**Run 1: cell outlines without signal wires**

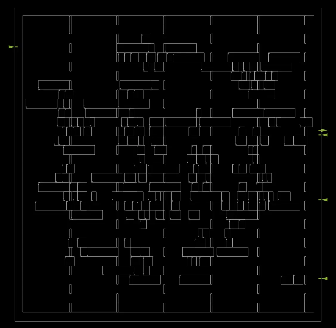
**Run 1: cells coloured by class**

Scale: 4 px per um.
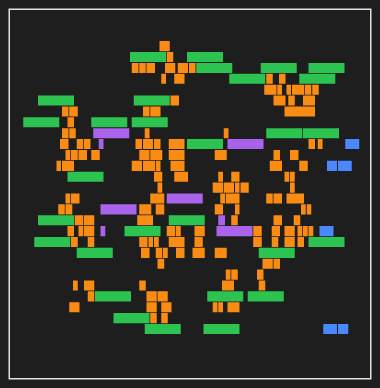
**Run 1: port wiring**

Scale: 3 px per um.
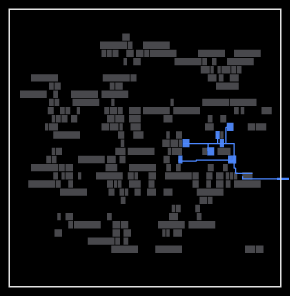
**Run 1: the metal 1 layer**

Scale: 4 px per um. Supply wires on this layer in grey.
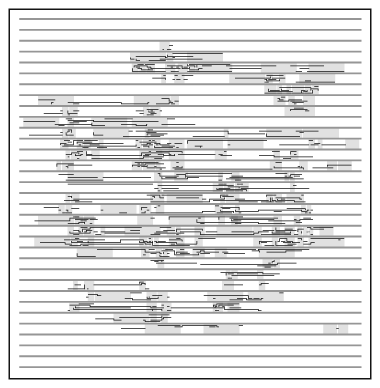
[src/rtl/player_input_checker_timer.sv]
// -----------------------------------------------------------------------------
// key_timeout_timer
// Up-counter measuring the gap since round start or the last accepted key.
// The count saturates at TIMEOUT_CYCLES-1; the expiry flag is registered one
// cycle after the count reaches that value, so a timeout is reported
// TIMEOUT_CYCLES+1 edges after the clearing edge.
//   clock, Resetn : clock and asynchronous active-low reset
//   clear         : reload the count to zero and drop the expiry flag
//   enable        : advance the count this cycle
//   expired       : gap has reached the timeout
// -----------------------------------------------------------------------------
module key_timeout_timer #(
    parameter int TIMEOUT_CYCLES = 250000000,
    parameter int TIMER_W        = 28
) (
    input  logic clock,
    input  logic Resetn,
    input  logic clear,
    input  logic enable,
    output logic expired
);

    localparam logic [TIMER_W-1:0] LAST = TIMER_W'(TIMEOUT_CYCLES - 1);

    logic [TIMER_W-1:0] count;

    always_ff @(posedge clock or negedge Resetn) begin
        if (!Resetn) begin
            count   <= '0;
            expired <= 1'b0;
        end else if (clear) begin
            count   <= '0;
            expired <= 1'b0;
        end else if (enable) begin
            expired <= (count == LAST);
            if (count != LAST) begin
                count <= count + 1'b1;
            end
        end
    end

endmodule

[config.mk]
export PLATFORM = sky130hd
export DESIGN_NAME = key_timeout_timer
export DESIGN_NICKNAME = d
export VERILOG_FILES = /design/src/rtl/player_input_checker_timer.sv
export SDC_FILE = /design/constraint.sdc
export NUM_CORES = 1
export LEC_CHECK = 0
export ABC_AREA = 0
export CORE_AREA = 2 2 88 90
export CTS_BUF_LIST = sky130_fd_sc_hd__clkbuf_16
export CTS_CLUSTER_SIZE = 25
export DETAILED_ROUTE_END_ITERATION = 10
export DIE_AREA = 0 0 90 92
export PLACE_DENSITY = 0.33
export SYNTH_ARGS = -nofsm -noshare
export SYNTH_HDL_FRONTEND = slang
export SYNTH_SLANG_ARGS = --single-unit
export TNS_END_PERCENT = 50
[constraint.sdc]
create_clock -name clock -period 6.2 [get_ports clock]
set_clock_uncertainty 0.15 [all_clocks]
set_input_delay 1.86 -clock clock [delete_from_list [all_inputs] [get_ports clock]]
set_output_delay 1.86 -clock clock [all_outputs]
set_load 0.005 [all_outputs]
==> qor.txt, run 1 <==
outcome - finished clean
Top delay family on crit path - simple AND/OR/NAND/NOR gates
share of layout cells above drive strength 1 - 0.0695
Reg area - 726 um2
logic share of the area - 0.450
Logic pwr share - 0.034
vias in the first global route - 1,395
WL met1 - 2050 um
Top cells by area - dfrtp_1 44%, o31ai_1 5.0%, a21oi_1 4.5%
Leakage - 0.674 nW
crit path to - count[27]
HPWL Detailed - 2900 um
Synth warnings - 0
met2 usage in global routing - 0.180
top flop regs - count (28), expired (1)
clk tree area frac - 0.0712
CP Launch Type - input pin
Sequential Power - 0.192 mW
Hold Path Class - flop to flop
Min Clock Period, post-route - 4.14 ns
PwrDens - 224 nW/um2
total tool warning count - 26
crit path capture type - flop
Comb. pwr - 0.0145 mW
DRC Markers - 0
hold_sp - expired
Post-CTS Setup Inserts - 0
Root Driver - clkbuf_16
number of cells after detailed placement - 281
Syn Inst Count - 183
Int Power - 0.340 mW
top cell category - multi-input combinational cells
critical path class - input pin to flop
inverters - 5
Worst-Margin Slew - 0.529 ns
multiplexer share of the synthesized area - 0.0136
VDD IR max - 0.100 mV
post-synthesis cell type count - 32
Layout Cells excl Fill - 289
final hold vios - 0
yosys stat area - 1660 um2
CTS tree - built
CTS Hold Bufs - 0
Top-area cell share - 0.438
adder share - 0.00755
DP Area - 1800 um2
first-pass GRT wire length - 6980 um
MI comb cells - 139
cts bufs inserted - 5
initial antenna violation count - 0
Stages on worst setup path - 5
Worst Path Max Fanout - 15
top-count cell post-synth - dfrtp_1
R2R Setup Slk - 3.60 ns
Non-clock buffers - 6
Top cell excl fill/tap - dfrtp_1
slowest stage delay, CP - 0.75 ns
DR pass1 iterations - 4
Routed Antenna Nets - 0
Cell Area, Synth - 1660 um2
Chip Height - 92 um
worst reg2reg path endpoint - count[26]
setup tns final - 0 ns
total die size - 8280 um2
Setup Viol. Count Final - 0
Die W - 90 um
ys flops - 29
fin nets - 191
Layout area overhead - 16.7%
area fraction in compound gates - 0.134
Commonest cells post-synth - 29 x dfrtp_1, 17 x nand2_1, 15 x a21oi_1, 13 x o21ai_0, 11 x o31ai_1
Primary FF master, synth - dfrtp_1
worst hold margin - 0.325 ns
dominant cell type by area after synthesis - dfrtp_1
DR WL/cell - 14.7 um
Highest Signal Layer - met4
Insertion Delay late pin - 0.27 ns
buffer-and-inverter tally for the worst setup path - 1
Hold EP - expired
Clk power - 0.226 mW
worst hold stages - 2
met3 usage - 0.0247
Psw - 0.0937 mW
vias per cell - 4.93
max cap viols - 0
largest net degree at the start of global routing - 34
Notes on 'cell outlines without signal wires' above:
post-layout util: 0.260
Filler cells: 841
tap cells: 102
FFs & Latches: 29

Notes on 'cells coloured by class' above:
| class | colour | cells | share of their area |
|---|---|---|---|
| flip-flops | green | 29 | 40% |
| clock drivers and dummy loads | purple | 8 | 7.6% |
| other buffers and delay cells | blue | 6 | 3.0% |
| all other logic | orange | 144 | 49% |
# rows: 32
CORE AREA: 7450 um2
finished layout cell area: 1930 um2
Seq area share: 0.375

Notes on 'port wiring' above:
| port | colour | direction | end cells | buffers | wire |
|---|---|---|---|---|---|
| `enable` | blue | input | 8 | 1 | 77.5 um |
I/O pins: 5
PortBufs: 4

Notes on 'the metal 1 layer' above:
wire length on this layer: 2,050 um
longest straight run: 24.4 um
main direction: horizontal
met1 Resource Use GR: 0.134
vias: 1,426
Routed Wire Length: 4240 um

**Run 1: placement density heat map**

Scale: 4 px per um. The die is cut into 9 by 9 equal tiles; dark blue is low, red is high, 0 to 100% covered.
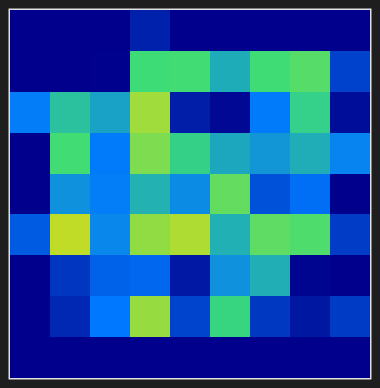

==> run 1 -> run 2 <==
==> constraint.sdc (replaced) <==
create_clock -name clock -period 3.9 [get_ports clock]
set_clock_uncertainty 0.15 [all_clocks]
set_input_delay 1.17 -clock clock [delete_from_list [all_inputs] [get_ports clock]]
set_output_delay 1.17 -clock clock [all_outputs]
set_load 0.005 [all_outputs]
**Run 2: placement density heat map**

Scale: 4 px per um. The die is cut into 9 by 9 equal tiles; dark blue is low, red is high, 0 to 100% covered.
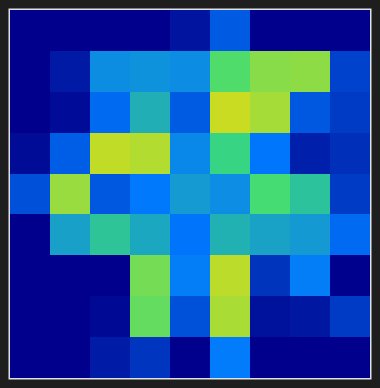
fullest tile: 68%
mean over tiles: 22%
emptiest ninth of the die: south-west
nearly empty tiles: 28%
post-layout util: 0.261
FP Core Util: 0.223

==> run 2 against run 1 <==
Combinational power grew 63%. Sequential power increased by 59%. Cell count is 0.35% higher. Hold slack better by 0.00099 ns. Synthesized cell count is the same. Sequential share of layout area shrank 0.14 points. Count of clock-buffer cells in the layout unchanged. Largest cell class unchanged.
==> qor.txt, run 2 <==
Highest Signal Layer - met4 (unchanged)
top flop regs - count (28), expired (1) (unchanged)
total die size - 8280 um2 (unchanged)
Non-clock buffers - 7 (was 6)
Reg area - 726 um2 (unchanged)
buffer-and-inverter tally for the worst setup path - 1 (unchanged)
CTS Hold Bufs - 0 (unchanged)
met3 usage - 0.0312 (was 0.0247)
dominant cell type by area after synthesis - dfrtp_1 (unchanged)
Layout area overhead - 17.1% (was 16.7%)
Clk power - 0.360 mW (was 0.226 mW)
Leakage - 0.679 nW (was 0.674 nW)
Psw - 0.149 mW (was 0.0937 mW)
post-synthesis cell type count - 32 (unchanged)
CP Launch Type - input pin (unchanged)
Top delay family on crit path - simple AND/OR/NAND/NOR gates (unchanged)
critical path class - input pin to flop (unchanged)
Primary FF master, synth - dfrtp_1 (unchanged)
Setup Viol. Count Final - 0 (unchanged)
slowest stage delay, CP - 0.74 ns (was 0.75 ns)
first-pass GRT wire length - 7170 um (was 6980 um)
Chip Height - 92 um (unchanged)
vias in the first global route - 1,428 (was 1,395)
DP Area - 1800 um2 (about the same)
met1 Resource Use GR - 0.145 (was 0.134)
Hold EP - expired (unchanged)
worst hold stages - 2 (unchanged)
Worst Path Max Fanout - 15 (unchanged)
Top cells by area - dfrtp_1 44%, o31ai_1 5.0%, a21oi_1 4.5% (unchanged)
Cell Area, Synth - 1660 um2 (unchanged)
Die W - 90 um (unchanged)
Post-CTS Setup Inserts - 0 (unchanged)
R2R Setup Slk - 1.23 ns (was 3.60 ns)
clk tree area frac - 0.0709 (was 0.0712)
outcome - finished clean (unchanged)
max cap viols - 0 (unchanged)
FFs & Latches - 29 (unchanged)
Routed Antenna Nets - 0 (unchanged)
finished layout cell area - 1940 um2 (was 1930 um2)
fin nets - 192 (was 191)
HPWL Detailed - 2890 um (was 2900 um)
worst hold margin - 0.326 ns (was 0.325 ns)
multiplexer share of the synthesized area - 0.0136 (unchanged)
top cell category - multi-input combinational cells (unchanged)
CORE AREA - 7450 um2 (unchanged)
area fraction in compound gates - 0.134 (unchanged)
largest net degree at the start of global routing - 33 (was 34)
PwrDens - 355 nW/um2 (was 224 nW/um2)
number of cells after detailed placement - 282 (was 281)
DR WL/cell - 14.6 um (was 14.7 um)
Root Driver - clkbuf_16 (unchanged)
adder share - 0.00755 (unchanged)
Worst-Margin Slew - 0.550 ns (was 0.529 ns)
Commonest cells post-synth - 29 x dfrtp_1, 17 x nand2_1, 15 x a21oi_1, 13 x o21ai_0, 11 x o31ai_1 (unchanged)
total tool warning count - 26 (unchanged)
Top-area cell share - 0.438 (unchanged)
met2 usage in global routing - 0.176 (was 0.180)
yosys stat area - 1660 um2 (unchanged)
crit path to - count[25] (was count[27])
Stages on worst setup path - 5 (unchanged)
Logic pwr share - 0.034 (about the same)
DR pass1 iterations - 4 (unchanged)
**Run 2: cell outlines without signal wires**

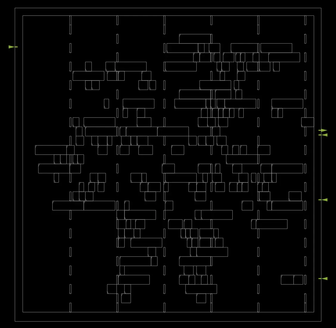
Filler cells: 831
Layout Cells excl Fill: 290
Seq area share: 0.374

No activity file was given, so power comes from the tool's default toggle rates.
